$ cat src/rtl/logic_gates_bist_if.sv
// rtl/logic_gates_bist_if.sv - control, status and gate-bank signals of the logic gate BIST
interface logic_gates_bist_if #(
  parameter int ERR_W = 8
);
  logic             start;
  logic             x;
  logic             y;
  logic             a;
  logic             b;
  logic             c;
  logic             d;
  logic             e;
  logic             f;
  logic             g;
  logic             busy;
  logic             done;
  logic             pass;
  logic [ERR_W-1:0] err_cnt;
  logic [6:0]       fail_vec;
  logic [1:0]       first_fail_xy;

  modport master (
    output start, a, b, c, d, e, f, g,
    input  x, y, busy, done, pass, err_cnt, fail_vec, first_fail_xy
  );

  modport slave (
    input  start, a, b, c, d, e, f, g,
    output x, y, busy, done, pass, err_cnt, fail_vec, first_fail_xy
  );
endinterface

$ cat src/rtl/logic_gates_bist.sv
// rtl/logic_gates_bist.sv - stimulus/response self-test of the two-input gate bank
// Optional: LOGIC_GATES_BIST_STOP_ON_FAIL_EN ends the run at the first failing vector.
module logic_gates_bist #(
  parameter int SETTLE_CYCLES = 1,
  parameter int LOOPS         = 1,
  parameter int ERR_W         = 8
) (
  input logic               clk,
  input logic               rst_n,
  logic_gates_bist_if.slave bus
);
  typedef enum logic [1:0] {IDLE, SETTLE, CHECK, DONE} state_t;

  state_t           state;
  logic [1:0]       idx;
  logic [7:0]       loop_cnt;
  logic [3:0]       settle_cnt;
  logic             x_q;
  logic             y_q;
  logic             busy_q;
  logic             done_q;
  logic             pass_q;
  logic [ERR_W-1:0] err_q;
  logic [6:0]       fvec_q;
  logic [1:0]       ffxy_q;

  logic [6:0]       golden;
  logic [6:0]       observed;
  logic [6:0]       mism;
  logic [ERR_W-1:0] err_next;
  logic             last_vec;

  // Bit order matches fail_vec: bit0=a ... bit6=g
  assign golden   = {~(x_q ^ y_q), x_q ^ y_q, ~(x_q | y_q), ~(x_q & y_q),
                     ~x_q, x_q | y_q, x_q & y_q};
  assign observed = {bus.g, bus.f, bus.e, bus.d, bus.c, bus.b, bus.a};
  assign mism     = observed ^ golden;

`ifdef LOGIC_GATES_BIST_STOP_ON_FAIL_EN
  assign last_vec = ((idx == 2'd3) && (loop_cnt == 8'(LOOPS - 1))) || (|mism);
`else
  assign last_vec = (idx == 2'd3) && (loop_cnt == 8'(LOOPS - 1));
`endif

  always_comb begin
    err_next = err_q;
    if ((|mism) && (err_q != {ERR_W{1'b1}}))
      err_next = err_q + 1'b1;
  end

  always_ff @(posedge clk or negedge rst_n) begin
    if (!rst_n) begin
      state      <= IDLE;
      idx        <= 2'd0;
      loop_cnt   <= 8'd0;
      settle_cnt <= 4'd0;
      x_q        <= 1'b0;
      y_q        <= 1'b0;
      busy_q     <= 1'b0;
      done_q     <= 1'b0;
      pass_q     <= 1'b0;
      err_q      <= '0;
      fvec_q     <= 7'd0;
      ffxy_q     <= 2'd0;
    end else begin
      case (state)
        IDLE: begin
          done_q <= 1'b0;
          if (bus.start) begin
            err_q      <= '0;
            fvec_q     <= 7'd0;
            ffxy_q     <= 2'd0;
            pass_q     <= 1'b0;
            idx        <= 2'd0;
            loop_cnt   <= 8'd0;
            settle_cnt <= 4'(SETTLE_CYCLES);
            x_q        <= 1'b0;
            y_q        <= 1'b0;
            busy_q     <= 1'b1;
            state      <= SETTLE;
          end
        end
        SETTLE: begin
          if (settle_cnt == 4'd1)
            state <= CHECK;
          else
            settle_cnt <= settle_cnt - 4'd1;
        end
        CHECK: begin
          if (|mism) begin
            fvec_q <= fvec_q | mism;
            err_q  <= err_next;
            // Saturation never returns to zero, so zero means no earlier failure
            if (err_q == '0)
              ffxy_q <= {x_q, y_q};
          end
          if (last_vec) begin
            busy_q <= 1'b0;
            done_q <= 1'b1;
            pass_q <= (err_next == '0);
            state  <= DONE;
          end else begin
            idx        <= idx + 2'd1;
            {x_q, y_q} <= idx + 2'd1;
            if (idx == 2'd3)
              loop_cnt <= loop_cnt + 8'd1;
            settle_cnt <= 4'(SETTLE_CYCLES);
            state      <= SETTLE;
          end
        end
        DONE: begin
          done_q <= 1'b0;
          state  <= IDLE;
        end
        default: state <= IDLE;
      endcase
    end
  end

  assign bus.x             = x_q;
  assign bus.y             = y_q;
  assign bus.busy          = busy_q;
  assign bus.done          = done_q;
  assign bus.pass          = pass_q;
  assign bus.err_cnt       = err_q;
  assign bus.fail_vec      = fvec_q;
  assign bus.first_fail_xy = ffxy_q;
endmodule

$ cat src/flat_wrapper.sv
// flat-port wrapper written by rule: the top's interface ports become plain ports
module logic_gates_bist_flat 
#(
  parameter int SETTLE_CYCLES = 1,
  parameter int LOOPS         = 1,
  parameter int ERR_W         = 8
)
  (clk, rst_n, bus_start, bus_a, bus_b, bus_c, bus_d, bus_e, bus_f, bus_g, bus_x, bus_y, bus_busy, bus_done, bus_pass, bus_err_cnt, bus_fail_vec, bus_first_fail_xy);
  logic_gates_bist_if #(.ERR_W(ERR_W)) bus_i ();
  input logic clk;
  input logic rst_n;
  input wire logic [$bits(bus_i.start)-1:0] bus_start;
  input wire logic [$bits(bus_i.a)-1:0] bus_a;
  input wire logic [$bits(bus_i.b)-1:0] bus_b;
  input wire logic [$bits(bus_i.c)-1:0] bus_c;
  input wire logic [$bits(bus_i.d)-1:0] bus_d;
  input wire logic [$bits(bus_i.e)-1:0] bus_e;
  input wire logic [$bits(bus_i.f)-1:0] bus_f;
  input wire logic [$bits(bus_i.g)-1:0] bus_g;
  output wire logic [$bits(bus_i.x)-1:0] bus_x;
  output wire logic [$bits(bus_i.y)-1:0] bus_y;
  output wire logic [$bits(bus_i.busy)-1:0] bus_busy;
  output wire logic [$bits(bus_i.done)-1:0] bus_done;
  output wire logic [$bits(bus_i.pass)-1:0] bus_pass;
  output wire logic [$bits(bus_i.err_cnt)-1:0] bus_err_cnt;
  output wire logic [$bits(bus_i.fail_vec)-1:0] bus_fail_vec;
  output wire logic [$bits(bus_i.first_fail_xy)-1:0] bus_first_fail_xy;
  assign bus_i.start = bus_start;
  assign bus_i.a = bus_a;
  assign bus_i.b = bus_b;
  assign bus_i.c = bus_c;
  assign bus_i.d = bus_d;
  assign bus_i.e = bus_e;
  assign bus_i.f = bus_f;
  assign bus_i.g = bus_g;
  assign bus_x = bus_i.x;
  assign bus_y = bus_i.y;
  assign bus_busy = bus_i.busy;
  assign bus_done = bus_i.done;
  assign bus_pass = bus_i.pass;
  assign bus_err_cnt = bus_i.err_cnt;
  assign bus_fail_vec = bus_i.fail_vec;
  assign bus_first_fail_xy = bus_i.first_fail_xy;
  logic_gates_bist #(.SETTLE_CYCLES(SETTLE_CYCLES), .LOOPS(LOOPS), .ERR_W(ERR_W)) u_core (.clk(clk), .rst_n(rst_n), .bus(bus_i));
endmodule
$ cat config.mk
export PLATFORM = sky130hd
export DESIGN_NAME = logic_gates_bist_flat
export DESIGN_NICKNAME = d
export VERILOG_FILES = /design/src/rtl/logic_gates_bist_if.sv /design/src/rtl/logic_gates_bist.sv /design/src/flat_wrapper.sv
export SDC_FILE = /design/constraint.sdc
export NUM_CORES = 1
export LEC_CHECK = 0
export CAP_MARGIN = 30
export CORE_ASPECT_RATIO = 1.5
export CORE_MARGIN = 1
export CORE_UTILIZATION = 51
export CTS_BUF_LIST = sky130_fd_sc_hd__clkbuf_4 sky130_fd_sc_hd__clkbuf_8
export CTS_CLUSTER_SIZE = 20
export DETAILED_ROUTE_END_ITERATION = 10
export HOLD_SLACK_MARGIN = 0.05
export PLACE_DENSITY = 0.78
export SLEW_MARGIN = 20
export SYNTH_ARGS = -nofsm -noshare
export SYNTH_HDL_FRONTEND = slang
export SYNTH_SLANG_ARGS = --single-unit
$ cat constraint.sdc
create_clock -name clk -period 2.35 [get_ports clk]
set_clock_uncertainty 0.1 [all_clocks]
set_input_delay 0.47 -clock clk [delete_from_list [all_inputs] [get_ports clk]]
set_output_delay 0.47 -clock clk [all_outputs]
set_load 0.01 [all_outputs]
**Wiring heat map**

(4 px per micron) The die is cut into 11 by 17 equal tiles; dark blue is low, red is high, scaled to the fullest tile. Values are wire area over tile area, all layers added.
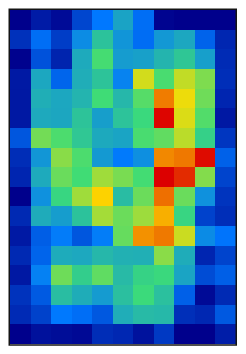
fullest tile: 0.56
nearly empty tiles: 5.9%
tiles over half the peak: 25%
mean over tiles: 0.19

**Cell placement**

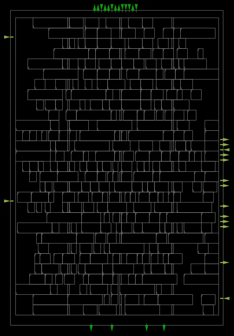
Rows: 29
filler cell count: 334

**Sequential cells colored by netlist name**

(6 px per micron) Other sequential cells in the stronger gray, the rest of the logic in the fainter gray.
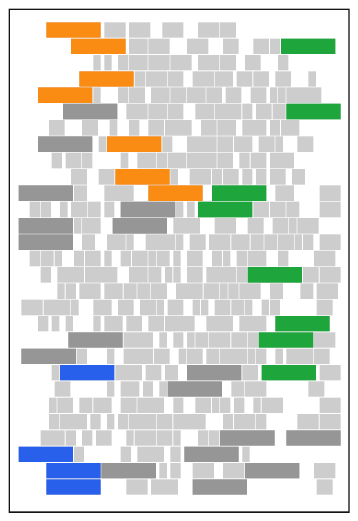
legend:
  u_core.settle_cnt:
    color: blue
    flops: 4
    where: south-west
  u_core.bus.fail_vec:
    color: orange
    flops: 7
  u_core.bus.err_cnt:
    color: green
    flops: 8
not colored: 17
Core Util, Final: 0.7150
P_seq: 897 uW
Seq. cell area: 900.9 sq um
flop share of the area: 0.2968

**Nets reached from selected ports**

(6 px per micron)
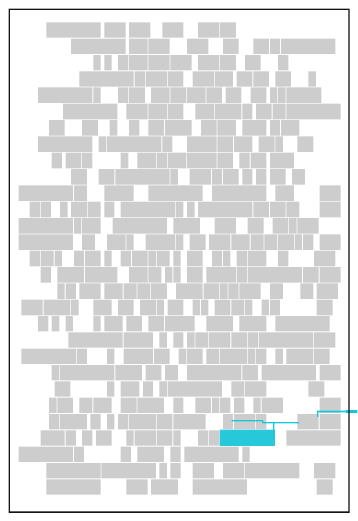
legend:
  bus_pass:
    color: cyan
    bits: 1
    direction: output
    edge: east
    end_cells: 1
    buffers: 1
    wire: 19.3 microns

**Metal layers overlaid**

(4 px per micron) Two of the layers only.
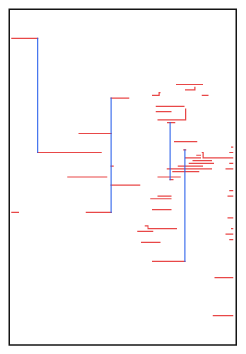
legend:
  met4:
    color: blue
    wire_length: 99.3 microns
  met3:
    color: red
    wire_length: 210 microns
vias: 2211
GRT Overall Usage: 0.2620

==> impl_metrics.toml <==
# implementation run metrics
[route]
wl_met1_microns = 2339
first_iter_violations = 131
dr_wl_met3_microns = 209
first_pass_iters = 4
ant_nets = 0

[timing]
worst_pin_slew_ns = 0.5257
finalSetupViolations = 0
fin_hold_ws_ns = 0.4082
maxSlewHeadroom = 0.6405
period_used_share = 0.9653
hold_violations = 0
finalCriticalPeriod_ns = 2.269

[finish]
final_common_cell = "buf_4"
nNetsFinal = 345
comb_cells = 190
area_growth_pct = 34.18
comb_area_frac = 0.4242
nClkBuffers = 7
signal_buffers = 75
diodes = 0
drive_above_1_share = 0.2050

[grt]
grt_busiest_layer = "met2"
grt_first_pass_wirelength_microns = 9873
met1_usage = 0.2976
grt-ovfl-total = 0
grtUsageMet2 = 0.4870
grt_pass1_vias = 2181
antenna_found_initial = 0

[placement]
globalplace.congestion = 0.9691
dp_worst_setup_slack_ns = -0.1666

[worst_hold_path]
min_to = "u_core.bus.fail_vec[3]$_DFFE_PN0P_"
hold_class = "flop to flop"
hold_start = "u_core.bus.fail_vec[3]$_DFFE_PN0P_"
hold_path_depth = 2

[power_and_ir_drop]
peakVddDrop_mv = 0.7313
powerDensity_nw_per_um2 = 1100
p_leak_uw = 0.001357

[yosys]
yosysUniqueCellTypes = 53
synth_flops = 36
synth_cells = 253
ys_seq_frac = 0.3982
synth.cell_area_sq_um = 2262
ys_async_sr_fraction = 1.000
synth_top_flop_cell = "dfrtp_1"
postSynthAreaPerCell_sq_um = 8.941
synthTopLogicFamily = "AND-OR/OR-AND gates"

[critical_path]
worst_r2r_path_depth = 7
rrSetupSlack_ns = 0.08
crit_path_max_fanout = 11
cpPeakStageDelay_ns = 0.52
slowest_stage = "or4_1"
crit_path_start = "u_core.state[1]$_DFFE_PN0P_"
critical_path.top_delay_family = "simple AND/OR/NAND/NOR gates"
path_buffers = 1
rr_startpoint = "u_core.state[1]$_DFFE_PN0P_"
r2r-end = "u_core.loop_cnt[7]$_DFFE_PN0P_"
cp-end-kind = "flop"
arrival_ns = 2.37
critPathLaunchType = "flop"

[clock_network]
h-tree-depth = 2
ctsHoldBuffers = 0
cts_setup_buffers = 0
clk_latency_ns = 0.28
clock_path_buffers = 2
path_clk_slew_ns = 0.07
ctsResizeCount = 0
cts-root-buf = "clkbuf_8"

[die]
die_h_microns = 83.57
core_sq_um = 4245
die-area_sq_um = 4712

[outcome]
status = "completed"
-- synth_stat cells (all sizes together), types with 3 or more instances --
cell,count,area (sq um)
a21oi,20,100.1
a31oi,3,18.77
and3,4,25.02
and3b,3,26.28
buf,3,27.52
clkbuf,10,38.78
dfrtp,36,900.9
ha,13,162.7
inv,14,52.55
mux2i,4,40.04
nand2,15,56.30
nand3,7,35.03
nand4,5,31.28
nor2,25,93.84
nor2b,3,26.27
nor3,3,15.01
nor3b,3,22.52
o211ai,3,22.52
o21ai,24,120.1
o22ai,3,18.77
o31ai,4,30.03
or3,3,18.77
or4,4,30.03
xnor2,5,43.79
xor2,4,35.03
-- where the power goes --
part | switching, uW | leakage, uW | internal, uW
Sequential | 114 | 0.000477 | 783
Clock | 208 | 0.0000503 | 261
Combinational | 1040 | 0.000830 | 929
No activity file was given, so power comes from the tool's default toggle rates.
